Fig. 1: run 1, routing congestion
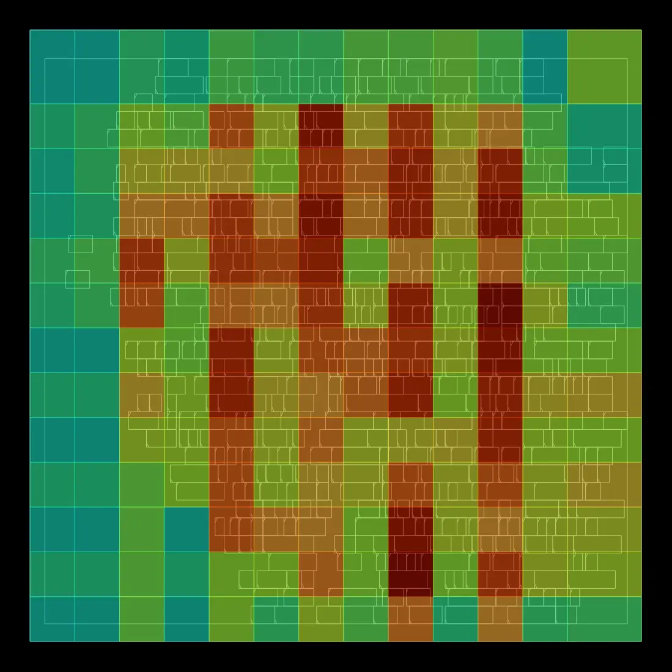
Fig. 2: run 1, local utilization
The die is cut into 9 by 9 equal tiles; black is low, pale yellow is high, 0 to 100% covered.
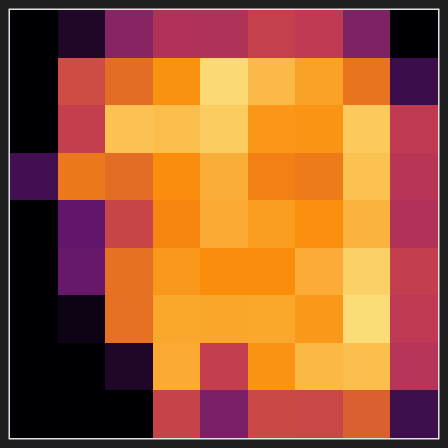
Fig. 3: run 1, cell classes on the final placement
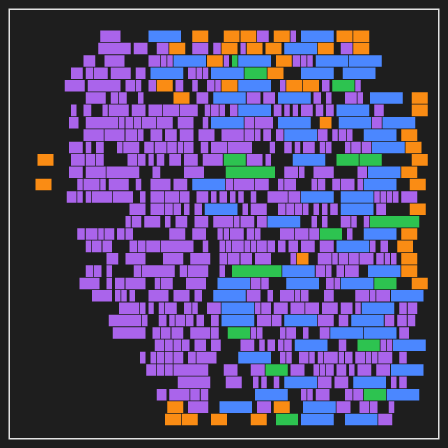
<file path="config.mk">
export PLATFORM = sky130hd
export DESIGN_NAME = race_turn_sequencer_flat
export DESIGN_NICKNAME = d
export VERILOG_FILES = /design/src/rtl/race_turn_sequencer_if.sv /design/src/rtl/race_turn_sequencer.sv /design/src/flat_wrapper.sv
export SDC_FILE = /design/constraint.sdc
export NUM_CORES = 1
export LEC_CHECK = 0
export CORE_MARGIN = 2
export CORE_UTILIZATION = 51
export DETAILED_ROUTE_END_ITERATION = 10
export PLACE_DENSITY = 0.85
export SETUP_SLACK_MARGIN = 0.02
export SLEW_MARGIN = 10
export SYNTH_ARGS = -nofsm -noshare
export SYNTH_HDL_FRONTEND = slang
export SYNTH_SLANG_ARGS = --single-unit
</file>
<file path="constraint.sdc">
create_clock -name clk -period 11.3 [get_ports clk]
set_input_delay 1.695 -clock clk [delete_from_list [all_inputs] [get_ports clk]]
set_output_delay 1.695 -clock clk [all_outputs]
set_load 0.02 [all_outputs]
</file>
<file path="src/rtl/race_turn_sequencer_if.sv">
// Game-logic bus between the turn sequencer (master) and its dice source /
// renderer side (slave).
interface race_turn_sequencer_if;
  logic       dice_valid;
  logic [2:0] dice_value;
  logic       restart;
  logic       turn_done;
  logic [9:0] player1_pos_x;
  logic [9:0] player2_pos_x;
  logic       pos_valid;
  logic       active_player;
  logic       winner_valid;
  logic       winner_id;
  logic [3:0] player1_tile;
  logic [3:0] player2_tile;
  logic       busy;
  logic       timeout_err;

  modport master (
    input  dice_valid, dice_value, restart, turn_done,
    output player1_pos_x, player2_pos_x, pos_valid, active_player,
           winner_valid, winner_id, player1_tile, player2_tile, busy, timeout_err
  );

  modport slave (
    output dice_valid, dice_value, restart, turn_done,
    input  player1_pos_x, player2_pos_x, pos_valid, active_player,
           winner_valid, winner_id, player1_tile, player2_tile, busy, timeout_err
  );
endinterface

</file>
<file path="src/rtl/race_turn_sequencer.sv">
// Two-player race sequencer: applies dice rolls and question-box bonuses,
// hands positions to the renderer and waits for its animation handshake.
module race_turn_sequencer #(
  parameter int                   TILE_X0        = 20,
  parameter int                   TILE_PITCH     = 60,
  parameter int                   FINISH_TILE    = 10,
  parameter logic [FINISH_TILE:0] BONUS_MASK     = 11'b00101010100,
  parameter int                   BONUS_STEPS    = 1,
  parameter int                   TIMEOUT_CYCLES = 75_000_000
) (
  input logic                  clk,
  input logic                  rst,
  race_turn_sequencer_if.master bus
);
  typedef enum logic [2:0] {IDLE, MOVE, WAIT_MOVE, BONUS, WAIT_BONUS, NEXT, WIN} state_t;

  localparam int              CW       = (TIMEOUT_CYCLES > 1) ? $clog2(TIMEOUT_CYCLES) : 1;
  localparam logic [CW-1:0]   CNT_LAST = CW'(TIMEOUT_CYCLES - 1);
  localparam logic [3:0]      FIN      = 4'(FINISH_TILE);

  function automatic logic [9:0] tile_x(input logic [3:0] t);
    return 10'(TILE_X0 + TILE_PITCH * int'(t));
  endfunction

  function automatic logic [3:0] clamp_add(input logic [3:0] t, input logic [3:0] inc);
    logic [4:0] s;
    s = {1'b0, t} + {1'b0, inc};
    return (s >= 5'(FINISH_TILE)) ? FIN : s[3:0];
  endfunction

  state_t          state;
  logic [1:0][3:0] tile_q;
  logic [1:0][9:0] pos_q;
  logic            act, pos_valid_q, win_q, win_id_q, to_err_q;
  logic [CW-1:0]   cnt;
  logic [3:0]      cur, next_move, next_bonus;
  logic            dice_ok, wait_exit;

  assign cur        = tile_q[act];
  assign next_move  = clamp_add(cur, {1'b0, bus.dice_value});
  assign next_bonus = clamp_add(cur, 4'(BONUS_STEPS));
  assign dice_ok    = bus.dice_valid && (bus.dice_value != 3'd0) && (bus.dice_value != 3'd7);
  assign wait_exit  = bus.turn_done || (cnt == CNT_LAST);

  always_ff @(posedge clk) begin
    if (rst) begin
      state       <= IDLE;
      tile_q      <= '0;
      pos_q       <= {2{10'(TILE_X0)}};
      act         <= 1'b0;
      pos_valid_q <= 1'b0;
      win_q       <= 1'b0;
      win_id_q    <= 1'b0;
      to_err_q    <= 1'b0;
      cnt         <= '0;
    end else begin
      pos_valid_q <= 1'b0;
      if (bus.restart) begin
        // Renderer gets one pulse to re-sync; timeout_err survives on purpose.
        state       <= IDLE;
        tile_q      <= '0;
        pos_q       <= {2{10'(TILE_X0)}};
        act         <= 1'b0;
        win_q       <= 1'b0;
        cnt         <= '0;
        pos_valid_q <= 1'b1;
      end else begin
        case (state)
          IDLE: if (dice_ok) begin
            tile_q[act] <= next_move;
            pos_q[act]  <= tile_x(next_move);
            pos_valid_q <= 1'b1;
            state       <= MOVE;
          end
          MOVE:  state <= WAIT_MOVE;
          WAIT_MOVE: begin
            cnt <= cnt + 1'b1;
            if (wait_exit) begin
              cnt <= '0;
              if (!bus.turn_done) to_err_q <= 1'b1;
              if (cur == FIN) begin
                win_q    <= 1'b1;
                win_id_q <= act;
                state    <= WIN;
              end else if (BONUS_MASK[cur]) begin
                tile_q[act] <= next_bonus;
                pos_q[act]  <= tile_x(next_bonus);
                pos_valid_q <= 1'b1;
                state       <= BONUS;
              end else begin
                state <= NEXT;
              end
            end
          end
          BONUS: state <= WAIT_BONUS;
          // No bonus check here: at most one bonus per turn.
          WAIT_BONUS: begin
            cnt <= cnt + 1'b1;
            if (wait_exit) begin
              cnt <= '0;
              if (!bus.turn_done) to_err_q <= 1'b1;
              if (cur == FIN) begin
                win_q    <= 1'b1;
                win_id_q <= act;
                state    <= WIN;
              end else begin
                state <= NEXT;
              end
            end
          end
          NEXT: begin
            act   <= ~act;
            state <= IDLE;
          end
          WIN:     state <= WIN;
          default: state <= IDLE;
        endcase
      end
    end
  end

  assign bus.player1_pos_x = pos_q[0];
  assign bus.player2_pos_x = pos_q[1];
  assign bus.player1_tile  = tile_q[0];
  assign bus.player2_tile  = tile_q[1];
  assign bus.pos_valid     = pos_valid_q;
  assign bus.active_player = act;
  assign bus.winner_valid  = win_q;
  assign bus.winner_id     = win_id_q;
  assign bus.timeout_err   = to_err_q;
  assign bus.busy          = (state != IDLE) && (state != WIN);
endmodule

</file>
<file path="src/flat_wrapper.sv">
// flat-port wrapper written by rule: the top's interface ports become plain ports
module race_turn_sequencer_flat 
#(
  parameter int                   TILE_X0        = 20,
  parameter int                   TILE_PITCH     = 60,
  parameter int                   FINISH_TILE    = 10,
  parameter logic [FINISH_TILE:0] BONUS_MASK     = 11'b00101010100,
  parameter int                   BONUS_STEPS    = 1,
  parameter int                   TIMEOUT_CYCLES = 75_000_000
)
  (clk, rst, bus_dice_valid, bus_dice_value, bus_restart, bus_turn_done, bus_player1_pos_x, bus_player2_pos_x, bus_pos_valid, bus_active_player, bus_winner_valid, bus_winner_id, bus_player1_tile, bus_player2_tile, bus_busy, bus_timeout_err);
  race_turn_sequencer_if bus_i ();
  input logic clk;
  input logic rst;
  input wire logic [$bits(bus_i.dice_valid)-1:0] bus_dice_valid;
  input wire logic [$bits(bus_i.dice_value)-1:0] bus_dice_value;
  input wire logic [$bits(bus_i.restart)-1:0] bus_restart;
  input wire logic [$bits(bus_i.turn_done)-1:0] bus_turn_done;
  output wire logic [$bits(bus_i.player1_pos_x)-1:0] bus_player1_pos_x;
  output wire logic [$bits(bus_i.player2_pos_x)-1:0] bus_player2_pos_x;
  output wire logic [$bits(bus_i.pos_valid)-1:0] bus_pos_valid;
  output wire logic [$bits(bus_i.active_player)-1:0] bus_active_player;
  output wire logic [$bits(bus_i.winner_valid)-1:0] bus_winner_valid;
  output wire logic [$bits(bus_i.winner_id)-1:0] bus_winner_id;
  output wire logic [$bits(bus_i.player1_tile)-1:0] bus_player1_tile;
  output wire logic [$bits(bus_i.player2_tile)-1:0] bus_player2_tile;
  output wire logic [$bits(bus_i.busy)-1:0] bus_busy;
  output wire logic [$bits(bus_i.timeout_err)-1:0] bus_timeout_err;
  assign bus_i.dice_valid = bus_dice_valid;
  assign bus_i.dice_value = bus_dice_value;
  assign bus_i.restart = bus_restart;
  assign bus_i.turn_done = bus_turn_done;
  assign bus_player1_pos_x = bus_i.player1_pos_x;
  assign bus_player2_pos_x = bus_i.player2_pos_x;
  assign bus_pos_valid = bus_i.pos_valid;
  assign bus_active_player = bus_i.active_player;
  assign bus_winner_valid = bus_i.winner_valid;
  assign bus_winner_id = bus_i.winner_id;
  assign bus_player1_tile = bus_i.player1_tile;
  assign bus_player2_tile = bus_i.player2_tile;
  assign bus_busy = bus_i.busy;
  assign bus_timeout_err = bus_i.timeout_err;
  race_turn_sequencer #(.TILE_X0(TILE_X0), .TILE_PITCH(TILE_PITCH), .FINISH_TILE(FINISH_TILE), .BONUS_MASK(BONUS_MASK), .BONUS_STEPS(BONUS_STEPS), .TIMEOUT_CYCLES(TIMEOUT_CYCLES)) u_core (.clk(clk), .rst(rst), .bus(bus_i));
endmodule
</file>
==> impl_metrics.csv, run 1 <==
group,metric,value,unit
place,dpl_worst_slack,3.94,ns
power_and_ir_drop,total_power,703,uW
final_layout,nets,587,
cts,clk_pin_slew,0.07,ns
cts,clkLatencyLatePin,0.35,ns
final_layout,seq_area,1220,um2
final_layout,instances_no_fill,646,
power_and_ir_drop,p_sw,227,uW
power_and_ir_drop,switching_share,0.324,
setup_path,critical_path_class,"in2reg",
synth,ys_types,57,
synth,ff_type,"dfxtp_1",
cts,tritoncts,"done",
floorplanning,taps,102,
status,status,"finished clean",
timing,fin_worst_skew,0.00962,ns
final_layout,n_antenna_cell,0,
final_layout,largest_class,"logic gates",
final_layout,final_layout_size_suffix_gt1_frac,0.0607,
final_layout,comb_area,2760,um2
timing,hold-worst-slack,0.459,ns
route,viasPerCell,5.93,
timing,worst_slack,4.29,ns
global_routing,busiest_layer,"met2",
setup_path,worst-path-stages,18,
setup_path,r2r_slack,4.93,ns
synth,ys_chip_area,4150,um2
synth,yosys.area_share.aoi,0.137,
synth,synth-seq-cells,61,
power_and_ir_drop,pg_comb,233,uW
floorplanning,die_h,94.2,um
final_layout,design.seq.count,61,
route,via_count,3833,
power_and_ir_drop,p_leak,2.03,nW
final_layout,num-multi-input-gates,407,
route,drc,0,
cts,cts_max_level,3,
global_routing,grt_max_degree,26,
route,drt_iter0_drc,234,
place,gp_congestion,0.926,
final_layout,final_common_cell,"nor2_1",
cts,cts_hold_buf,0,
floorplanning,ios,42,
synth,top_cell,"nor2_1",
timing,max_slew_margin,0.362,
power_and_ir_drop,powerSeq,222,uW
cts,cts.sinks,61,
synth,edf_count,0,
setup_path,startpoint,"bus_dice_value[0]",
synth,topCombFamilyByArea,"simple AND/OR/NAND/NOR gates",
-- Fig. 1 (at the start) --
Routed wire per std cell: 15.7 um
final core utilization: 0.622
grt met1 use: 0.289

-- Fig. 2 (at the start) --
fullest tile: 92%
mean over tiles: 53%
nearly empty tiles: 15%
emptiest ninth of the die: bottom left
tiles over 75% full: 38%
area of the core: 7810 um2
FP Core Util: 0.531

-- Fig. 3 (at the start) --
legend:
  orange:
    class: other buffers and delay cells
    cells: 43
  blue:
    class: flip-flops
    cells: 61
  purple:
    class: all other logic
    cells: 424
  green:
    class: clock drivers and dummy loads
    cells: 16

Fig. 4: run 1, sizing map
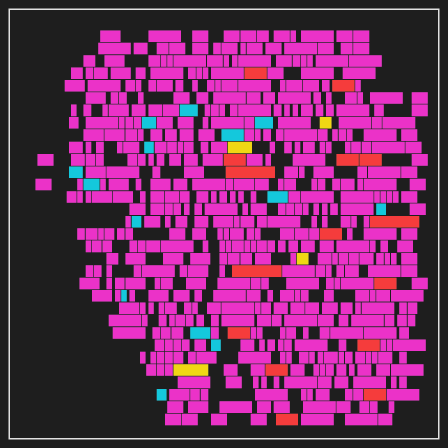

==> run 1 -> run 2 <==
PLACE_DENSITY = 0.88   (was 0.85)
clock period = 6.05 ns   (was 11.3 ns; I/O delays follow)
Fig. 5: run 2, sizing map
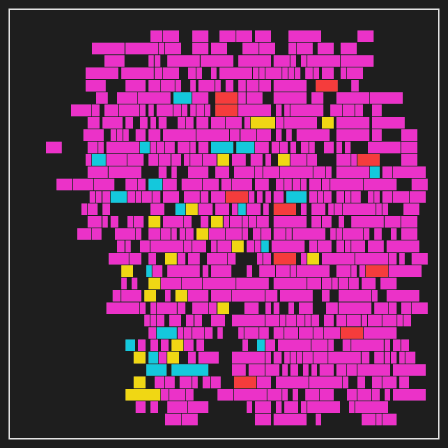
legend:
  yellow:
    size: drive 3 to 4
    cells: 21
    most_used: buf_4
  red:
    size: drive 6 and up
    cells: 10
    most_used: clkbuf_8
  cyan:
    size: drive 2
    cells: 19
    most_used: or2_2
  magenta:
    size: drive 1 or less
    cells: 508
    most_used: nor2_1

==> run 2 against run 1 <==
Combinational power up 110%. Global-route usage rose by 0.28 points. Synthesized area stayed put. First-iteration DRC count up 16%. Worst setup slack worse by 4.0 ns. Highest routed layer unchanged.
==> impl_metrics.csv, run 2 <==
group,metric,value,unit
floorplanning,die_area,8870,um2
power_and_ir_drop,p_sw,444,uW
final_layout,largest_class,"logic gates",
power_and_ir_drop,pg_comb,500,uW
route,drc,0,
hold_path,min_from,"u_core.bus.player2_pos_x[2]",
floorplanning,fp.coreArea,7810,um2
final_layout,final_layout_size_suffix_gt1_frac,0.0896,
final_layout,design.seq.count,61,
cts,clk_pin_slew,0.07,ns
synth,ys_chip_area,4150,um2
setup_path,path_buffers,2,
synth,top_cell,"nor2_1",
setup_path,r2r_slack,0.46,ns
floorplanning,ios,42,
setup_path,startpoint,"bus_dice_value[0]",
final_layout,seq_area,1220,um2
status,status,"finished clean",
power_and_ir_drop,powerSeq,414,uW
global_routing,grt_max_degree,26,
final_layout,comb_area,2770,um2
final_layout,nets,604,
route,drt_iter0_drc,272,
cts,cts.sinks,61,
synth,yosys.area_share.aoi,0.137,
cts,tritoncts,"done",
final_layout,instances_no_fill,660,
setup_path,worst_setup_path_end_kind,"flop",
synth,ff_type,"dfxtp_1",
route,viasPerCell,6.08,
place,gp_congestion,0.919,
timing,hold-worst-slack,0.450,ns
timing,worst_slack,0.338,ns
power_and_ir_drop,total_power,1.21,mW
cts,cts_hold_buf,0,
synth,topCombFamilyByArea,"simple AND/OR/NAND/NOR gates",
run,drv_cap,0,
setup_path,worst-path-stages,17,
synth,synth_top_area_share,0.295,
synth,synth-seq-cells,61,
synth,synth_area_leader_cell,"dfxtp_1",
floorplanning,die_h,94.2,um
timing,fin_worst_skew,0.0156,ns
place,dpl_worst_slack,-0.0869,ns
floorplanning,taps,102,
synth,edf_count,0,
floorplanning,initial_core_util,0.531,
final_layout,num-multi-input-gates,407,
cts,cts_max_level,3,
route,via_count,4010,
Fig. 6: run 2, routing congestion
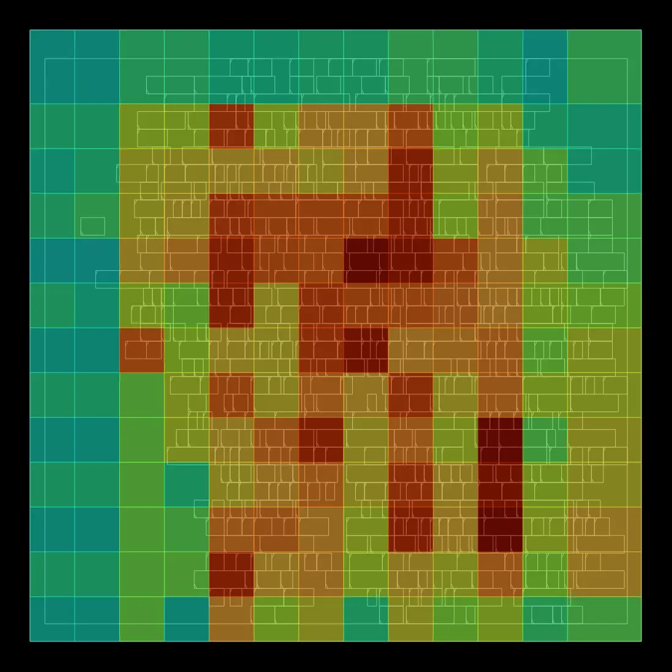
grt met1 use: 0.285
met2 Resource Use GR: 0.435
Most Crowded Layer GR: met2
final core utilization: 0.626
Routed wire per std cell: 16.0 um

No activity file was given, so power comes from the tool's default toggle rates.
